## src/rtl/cache_buffer_pkg.sv

```systemverilog
// Shared definitions for the cache/external-memory block-transfer buffer:
// address geometry, counter width, direction codes and the controller state set.
package cache_buffer_pkg;

    localparam int BW_WORD_ADDR    = 24;
    localparam int BW_BLOCK        = 4;
    localparam int BLOCK_WORDS_DEF = 1 << BW_BLOCK;
    localparam int BW_CNT          = $clog2(BLOCK_WORDS_DEF) + 1;

    localparam logic DIR_READ  = 1'b0;
    localparam logic DIR_WRITE = 1'b1;

    typedef enum logic [2:0] {
        ST_IDLE      = 3'd0,
        ST_WR_GATHER = 3'd1,
        ST_WR_ISSUE  = 3'd2,
        ST_RD_ISSUE  = 3'd3,
        ST_RD_FILL   = 3'd4,
        ST_RD_DRAIN  = 3'd5
    } state_e;

endpackage

```

## src/rtl/cache_buffer_ram.sv

```systemverilog
// Block-sized word store: one synchronous write port fed by either the cache
// (gather) or external memory (fill), one asynchronous read port.
module cache_buffer_ram
    import cache_buffer_pkg::*;
#(
    parameter  int BLOCK_WORDS = BLOCK_WORDS_DEF,
    localparam int AW          = $clog2(BLOCK_WORDS)
) (
    input  logic          clock_i,
    input  logic          we_i,
    input  logic          gather_sel_i,
    input  logic [AW-1:0] widx_i,
    input  logic [31:0]   wdata_gather_i,
    input  logic [31:0]   wdata_fill_i,
    input  logic          drain_sel_i,
    input  logic [AW-1:0] ridx_issue_i,
    input  logic [AW-1:0] ridx_drain_i,
    output logic [31:0]   rdata_o
);

    logic [31:0] mem_q [BLOCK_WORDS];
    logic [31:0] wdata_s;
    logic [AW-1:0] ridx_s;

    assign wdata_s = gather_sel_i ? wdata_gather_i : wdata_fill_i;
    assign ridx_s  = drain_sel_i ? ridx_drain_i : ridx_issue_i;
    assign rdata_o = mem_q[ridx_s];

    // Contents are don't-care after reset, so the array carries no reset.
    always_ff @(posedge clock_i) begin
        if (we_i) begin
            mem_q[widx_i] <= wdata_s;
        end
    end

endmodule

```

## src/rtl/cache_mem_buffer.sv

```systemverilog
// Single-command buffer between the cache controller and external memory:
// gathers or fills one word/block and sequences the external beats.
module cache_mem_buffer
    import cache_buffer_pkg::*;
#(
    parameter int BLOCK_WORDS = BLOCK_WORDS_DEF
) (
    input  logic                    clock_i,
    input  logic                    resetn_i,
    input  logic                    req_i,
    input  logic                    req_block_i,
    input  logic                    rw_i,
    input  logic [BW_WORD_ADDR-1:0] add_i,
    input  logic                    write_i,
    input  logic [31:0]             data_i,
    input  logic                    read_i,
    output logic                    ready_req_o,
    output logic                    ready_write_o,
    output logic                    ready_read_o,
    output logic [31:0]             data_o,
    output logic                    ext_req_o,
    output logic                    ext_rw_o,
    output logic                    ext_burst_o,
    output logic [BW_WORD_ADDR-1:0] ext_add_o,
    output logic [31:0]             ext_data_o,
    input  logic                    ext_ack_i,
    input  logic                    ext_valid_i,
    input  logic [31:0]             ext_data_i
);

    localparam int AW = $clog2(BLOCK_WORDS);
    localparam int CW = AW + 1;
    localparam logic [CW-1:0]           LEN_BLOCK  = CW'(BLOCK_WORDS);
    localparam logic [CW-1:0]           LEN_WORD   = CW'(1);
    localparam logic [BW_WORD_ADDR-1:0] ALIGN_MASK = BW_WORD_ADDR'(BLOCK_WORDS - 1);

    state_e                  state_q, state_d;
    logic [CW-1:0]           wcnt_q, wcnt_d;
    logic [CW-1:0]           rcnt_q, rcnt_d;
    logic [CW-1:0]           len_q, len_d;
    logic [BW_WORD_ADDR-1:0] base_q, base_d;
    logic                    dir_q, dir_d;
    logic                    block_q, block_d;
    logic                    ram_we_s;
    logic [31:0]             ram_rdata_s;

    // State and command registers; reset aborts any transfer in flight.
    always_ff @(posedge clock_i or negedge resetn_i) begin
        if (!resetn_i) begin
            state_q <= ST_IDLE;
            wcnt_q  <= '0;
            rcnt_q  <= '0;
            len_q   <= '0;
            base_q  <= '0;
            dir_q   <= DIR_READ;
            block_q <= 1'b0;
        end else begin
            state_q <= state_d;
            wcnt_q  <= wcnt_d;
            rcnt_q  <= rcnt_d;
            len_q   <= len_d;
            base_q  <= base_d;
            dir_q   <= dir_d;
            block_q <= block_d;
        end
    end

    // Next-state logic; strobes not meaningful in the current state fall through unused.
    always_comb begin
        state_d = state_q;
        wcnt_d  = wcnt_q;
        rcnt_d  = rcnt_q;
        len_d   = len_q;
        base_d  = base_q;
        dir_d   = dir_q;
        block_d = block_q;
        case (state_q)
            ST_IDLE: begin
                if (req_i) begin
                    base_d  = req_block_i ? (add_i & ~ALIGN_MASK) : add_i;
                    len_d   = req_block_i ? LEN_BLOCK : LEN_WORD;
                    dir_d   = rw_i;
                    block_d = req_block_i;
                    wcnt_d  = '0;
                    rcnt_d  = '0;
                    state_d = (rw_i == DIR_WRITE) ? ST_WR_GATHER : ST_RD_ISSUE;
                end else begin
                    state_d = ST_IDLE;
                end
            end
            ST_WR_GATHER: begin
                if (write_i) begin
                    if (wcnt_q == len_q - CW'(1)) begin
                        wcnt_d  = '0;
                        state_d = ST_WR_ISSUE;
                    end else begin
                        wcnt_d = wcnt_q + CW'(1);
                    end
                end else begin
                    state_d = ST_WR_GATHER;
                end
            end
            ST_WR_ISSUE: begin
                if (ext_ack_i) begin
                    if (wcnt_q == len_q - CW'(1)) begin
                        wcnt_d  = '0;
                        state_d = ST_IDLE;
                    end else begin
                        wcnt_d = wcnt_q + CW'(1);
                    end
                end else begin
                    state_d = ST_WR_ISSUE;
                end
            end
            ST_RD_ISSUE: begin
                if (ext_ack_i) begin
                    state_d = ST_RD_FILL;
                end else begin
                    state_d = ST_RD_ISSUE;
                end
            end
            ST_RD_FILL: begin
                if (ext_valid_i) begin
                    if (wcnt_q == len_q - CW'(1)) begin
                        wcnt_d  = '0;
                        rcnt_d  = '0;
                        state_d = ST_RD_DRAIN;
                    end else begin
                        wcnt_d = wcnt_q + CW'(1);
                    end
                end else begin
                    state_d = ST_RD_FILL;
                end
            end
            ST_RD_DRAIN: begin
                if (read_i) begin
                    if (rcnt_q == len_q - CW'(1)) begin
                        rcnt_d  = '0;
                        state_d = ST_IDLE;
                    end else begin
                        rcnt_d = rcnt_q + CW'(1);
                    end
                end else begin
                    state_d = ST_RD_DRAIN;
                end
            end
            default: begin
                state_d = ST_IDLE;
                wcnt_d  = '0;
                rcnt_d  = '0;
            end
        endcase
    end

    assign ram_we_s = ((state_q == ST_WR_GATHER) && write_i) ||
                      ((state_q == ST_RD_FILL) && ext_valid_i);

    cache_buffer_ram #(
        .BLOCK_WORDS (BLOCK_WORDS)
    ) u_ram (
        .clock_i        (clock_i),
        .we_i           (ram_we_s),
        .gather_sel_i   (state_q == ST_WR_GATHER),
        .widx_i         (wcnt_q[AW-1:0]),
        .wdata_gather_i (data_i),
        .wdata_fill_i   (ext_data_i),
        .drain_sel_i    (state_q == ST_RD_DRAIN),
        .ridx_issue_i   (wcnt_q[AW-1:0]),
        .ridx_drain_i   (rcnt_q[AW-1:0]),
        .rdata_o        (ram_rdata_s)
    );

    // Every output is a pure decode of registered state, zeroed outside its owning state.
    assign ready_req_o   = (state_q == ST_IDLE);
    assign ready_write_o = (state_q == ST_WR_GATHER);
    assign ready_read_o  = (state_q == ST_RD_DRAIN);
    assign ext_req_o     = (state_q == ST_WR_ISSUE) || (state_q == ST_RD_ISSUE);
    assign ext_rw_o      = (state_q == ST_WR_ISSUE) && (dir_q == DIR_WRITE);
    assign ext_burst_o   = (state_q == ST_RD_ISSUE) && block_q;
    assign ext_add_o     = (state_q == ST_WR_ISSUE) ? (base_q + BW_WORD_ADDR'(wcnt_q)) :
                           (state_q == ST_RD_ISSUE) ? base_q : '0;
    assign ext_data_o    = (state_q == ST_WR_ISSUE) ? ram_rdata_s : 32'd0;
    assign data_o        = (state_q == ST_RD_DRAIN) ? ram_rdata_s : 32'd0;

endmodule

```

## config.mk

```make
export PLATFORM = sky130hd
export DESIGN_NAME = cache_mem_buffer
export DESIGN_NICKNAME = d
export VERILOG_FILES = /design/src/rtl/cache_buffer_pkg.sv /design/src/rtl/cache_buffer_ram.sv /design/src/rtl/cache_mem_buffer.sv
export SDC_FILE = /design/constraint.sdc
export NUM_CORES = 1
export LEC_CHECK = 0
export CORE_UTILIZATION = 59
export CTS_CLUSTER_SIZE = 8
export DETAILED_ROUTE_END_ITERATION = 6
export GPL_TIMING_DRIVEN = 0
export PLACE_DENSITY = 0.8
export SLEW_MARGIN = 0
export SYNTH_ARGS = -nofsm -noshare
export SYNTH_HDL_FRONTEND = slang
export SYNTH_SLANG_ARGS = --single-unit
```

## constraint.sdc

```tcl
create_clock -name clock_i -period 5.57 [get_ports clock_i]
set_input_delay 0.8355 -clock clock_i [delete_from_list [all_inputs] [get_ports clock_i]]
set_output_delay 0.8355 -clock clock_i [all_outputs]
set_load 0.02 [all_outputs]
```

Fig. 1: sequential cells coloured by netlist name
Scale: 1.5 px per µm.
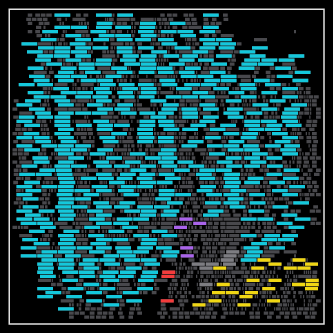
| colour | netlist name | sequential cells |
|---|---|---|
| red | `state_q` | 3 |
| yellow | `base_q` | 24 |
| cyan | `u_ram.mem_q` | 512 |
| purple | `rcnt_q` | 5 |
not coloured: 8

Fig. 2: port wiring
Scale: 2 px per µm.
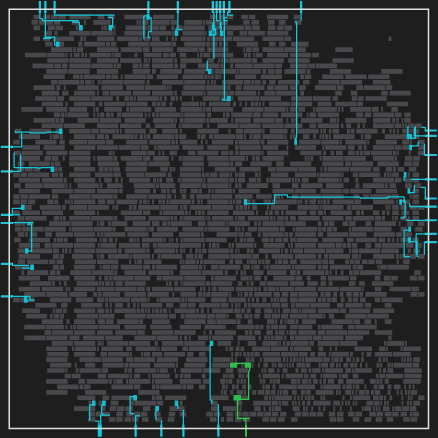
| colour | port | bits | direction | end cells | buffers | wire |
|---|---|---|---|---|---|---|
| cyan | `data_o` | 32 | output | 32 | 32 | 832 µm |
| green | `req_i` | 1 | input | 3 | 1 | 57.7 µm |

Fig. 3: logic cells by family
Scale: 2 px per µm.
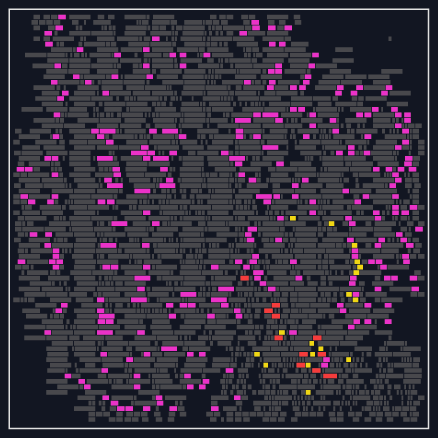
| colour | family | cells | most used |
|---|---|---|---|
| yellow | AND-OR and OR-AND gates | 17 | a31o_2 |
| red | adder and majority cells | 11 | ha_1 |
| magenta | multiplexers | 265 | mux2i_1 |

Fig. 4: the clock network
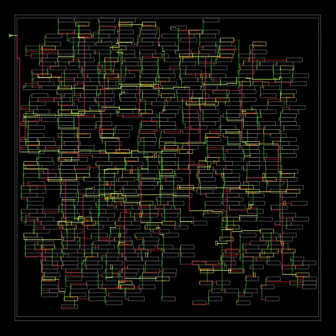
CLK BUF: 100
Setup Skew: 0.01781 ns
flop count: 552
clock network power: 4320 µW

Fig. 5: signal wires by layer
Scale: 2 px per µm.
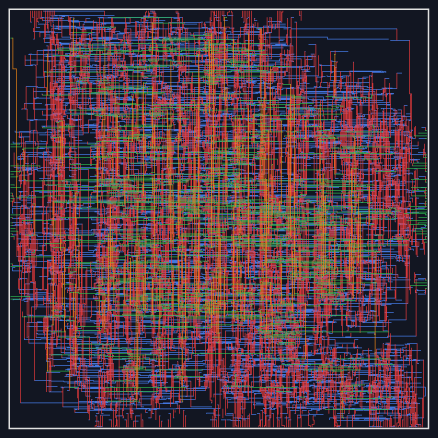
| colour | layer | wire length |
|---|---|---|
| red | met2 | 36.2 mm |
| green | met3 | 9170 µm |
| orange | met4 | 4710 µm |
| blue | met1 | 27.9 mm |

==> impl_metrics.csv <==
group,metric,value,unit
run_status,outcome,"finished with violations",
run_status,violations,"setup timing",
die,ioPinCount,191,
die,core,42040,µm²
die,dieHeight,208.8,µm
die,die_area,43610,µm²
placement,place_ws,0.9314,ns
placement,gp_congestion,0.9015,
clocking,cts_tree,"built",
pwr,p_sw,5136,µW
pwr,combPwrFrac,34.6,%
pwr,internal-power,9420,µW
logic_synthesis,netlist_area,25240,µm²
worst_setup_path,crit_arrival,4.78,ns
route,wl_met1,27930,µm
worst_setup_path,endpoint_kind,"output port",
cells_and_area,drive_gt1_share,14.68,%
cells_and_area,fillCellCount,2623,
cells_and_area,final_cell_mix,"512 x edfxtp_1, 281 x nand2_1, 189 x clkdlybuf4s50_1",
sta,grt_setup_unrepaired,"true",
worst_setup_path,worstPathRequired,4.73,ns
pwr,power_frac_seq,35.7,%
clocking,cts_buffers,78,
cells_and_area,seq_area,16380,µm²
logic_synthesis,syn_avg_cell_area,13.31,µm²
flow_run,warnings,30,
logic_synthesis,flop_cell,"edfxtp_1",
route,ant_nets,0,
route,drt-total-wl,77960,µm
clocking,clock.latency.late_pin,0.61,ns
clocking,clockRootBuffer,"clkbuf_16",
route,wl_per_cell,28.25,µm
pwr,peakVddDrop,0.0003459,V
clocking,clock_sinks,552,
worst_setup_path,critPathKind,"reg -> out",
worst_setup_path,startpoint_type,"register",
global_routing,grt_use_total,35.79,%
route,vias,19030,
pwr,power.density,475.7,nW/µm²
sta,post-route-period-util,100.8,%
clocking,cts_resized,0,
pwr,clkPwrFrac,29.7,%
sta,maxSlewHeadroom,17.78,%
sta,tns,-0.04578,ns
clocking,ctsHoldBuffers,0,
route,viasPerCell,6.896,
min_path,hp-class,"in -> async",
route,remaining_drc_errors,0,
pwr,swShare,35.28,%
logic_synthesis,synth-edff-count,512,
logic_synthesis,postSynth.asyncResetShare,7.246,%
pwr,p_leak,0.01017,µW
placement,dpl.hpwl,51260,µm
die,rows,75,
sta,hold_viol_final,0,
sta,setup_viol,1,
cells_and_area,lay_top_count,"edfxtp_1",
route,wl_met3,9165,µm
global_routing,grt_pass1_wl,115200,µm
sta,period_needed,5.616,ns
logic_synthesis,yosysWarnings,0,
die,fp_util,60.04,%
logic_synthesis,yosys-stat-area,25240,µm²
sta,clock.fmax,178.1,MHz
logic_synthesis,synthDistinctLibCells,62,
cells_and_area,antenna_cells,0,
sta,slew_viol_final,0,
clocking,postCtsSetupBuffers,0,
logic_synthesis,synth_nets,2005,
route,firstDrtPassIters,5,
route,met2WireLength,36150,µm
sta,finalHoldWorstSlack,0.1882,ns
global_routing,grt_remaining_overflow,0,
logic_synthesis,ys_cells,1897,
placement,portBuffers,190,
worst_setup_path,crit_fanout,10,
logic_synthesis,synth_flop_count,552,
logic_synthesis,syn_inst,1897,
route,drtIter0Drc,3013,
cells_and_area,syn2layout_area_growth,21.23,%
sta,worstMarginPinSlew,1.199,ns
clocking,cts.clk_slew.worst_paths,0.05,ns
die,die_w,208.8,µm
clocking,cts_max_level,3,
global_routing,antenna_found_initial,0,
global_routing,grt_max_degree,41,
cells_and_area,comb_area,8277,µm²
global_routing,grt_pass1_vias,19160,
route,routed.top_layer,"met4",
sta,worst_slack,-0.04578,ns
flow_run,maxCapViolCount,0,
clocking,cts.path.max_buffers,3,
logic_synthesis,ys_seq_share,64.88,%
cells_and_area,nets,2305,
cells in the mapped netlist, drive strengths merged (17+ instances only):
library cell	number	share of area (%)
a221oi	25	0.99
a22oi	25	0.74
o22ai	82	2.1
a31oi	17	0.42
mux2i	159	6.3
mux4	23	2.1
nor4	28	0.79
buf	74	1.7
nor2	62	0.92
nand2	281	4.2
edfxtp	512	61
clkbuf	63	0.94
o21ai	44	0.87
mux2	83	3.7
nor3	62	1.2
a21oi	132	2.6
dfrtp	40	4.0
xnor2	18	0.62
nand3	24	0.48
kinds of logic after synthesis:
logic type / share of synthesized area (%)
DFF: 64.88
and+or+nand+nor: 9.245
AOI/OAI and AO/OA: 9.696
muxes: 12.09
buffers and inverters: 2.766
xor gates and xnor gates: 0.7485
adders and majority gates: 0.5750
cell type report:
cell class | count | area share, %
well taps | 539 | 2.204
clock inverters | 4 | 0.3149
repair buffers | 220 | 7.847
inverters | 11 | 0.1431
multi-input cells | 1197 | 27.05
flip-flops and latches | 552 | 53.52
clock buffers | 100 | 6.788
plain buffers | 137 | 2.139
power groups by stage:
stage / Clock [µW] / Combinational [µW] / Sequential (µW)
after floorplan: 0 / 3050 / 5220
after global placement: 0 / 4690 / 5260
after CTS: 4310 / 4930 / 5190
final: 4320 / 5040 / 5200
after global routing: 4460 / 5280 / 5210
after detailed placement: 0 / 4880 / 5260
metrics by stage:
| step | std cells | power (µW) | area (µm²) | utilization [%] |
|---|---|---|---|---|
| 6_report | 2760 | 14560 | 30600 | 72.79 |
| 5_1_grt | 2760 | 14960 | 30600 | 72.79 |
| 4_1_cts | 2760 | 14430 | 30600 | 72.79 |
| 3_5_place_dp | 2656 | 10140 | 28430 | 67.62 |
| 3_3_place_gp | 2626 | 9954 | 27820 | 66.17 |
| 2_1_floorplan | 1897 | 8268 | 25240 | - |
worst max-delay path: stages, from the launching register on:
cell	delay, ns
dfrtp_1	0.41
nand3b_4	0.23
inv_4	0.16
mux2i_1	0.71
buf_2	0.32
buf_4	0.26
nand2_1	0.29
a211oi_1	0.40
nor4_1	0.11
nor3_1	0.54
clkdlybuf4s50_1	0.74
sequential cells by signal, summed over array words and instances, names as in the netlist:
signal,count
wcnt_q,5
rcnt_q,5
dir_q,1
u_ram.mem_q,512
base_q,24
block_q,1
state_q,3
len_q,1
path summary, 6_finish.rpt:
check / startpoint / endpoint / slack, ns / cells past startpoint
min in group clock_i: base_q[3] / base_q[3] / 0.51 / 2
max in group asynchronous: resetn_i / base_q[12] / 5.16 / 2
worst min-delay path: resetn_i / state_q[2] / 0.19 / 2
worst min register to register: base_q[3] / base_q[3] / 0.51 / 2
worst max register to register: wcnt_q[2] / u_ram.mem_q[15][0] / 1.76 / 6
worst max-delay path: state_q[1] / ext_data_o[31] / -0.05 / 10
per-layer routing:
layer | vias up | global-route usage, %
met2 | 1524 | 55.95
met3 | 344 | 8.656
li1 | 7899 | -
met1 | 9267 | 45.79
met5 | - | 0
met4 | 0 | 21.12
Power figures rest on the tool's default switching activity, not on a simulated workload.
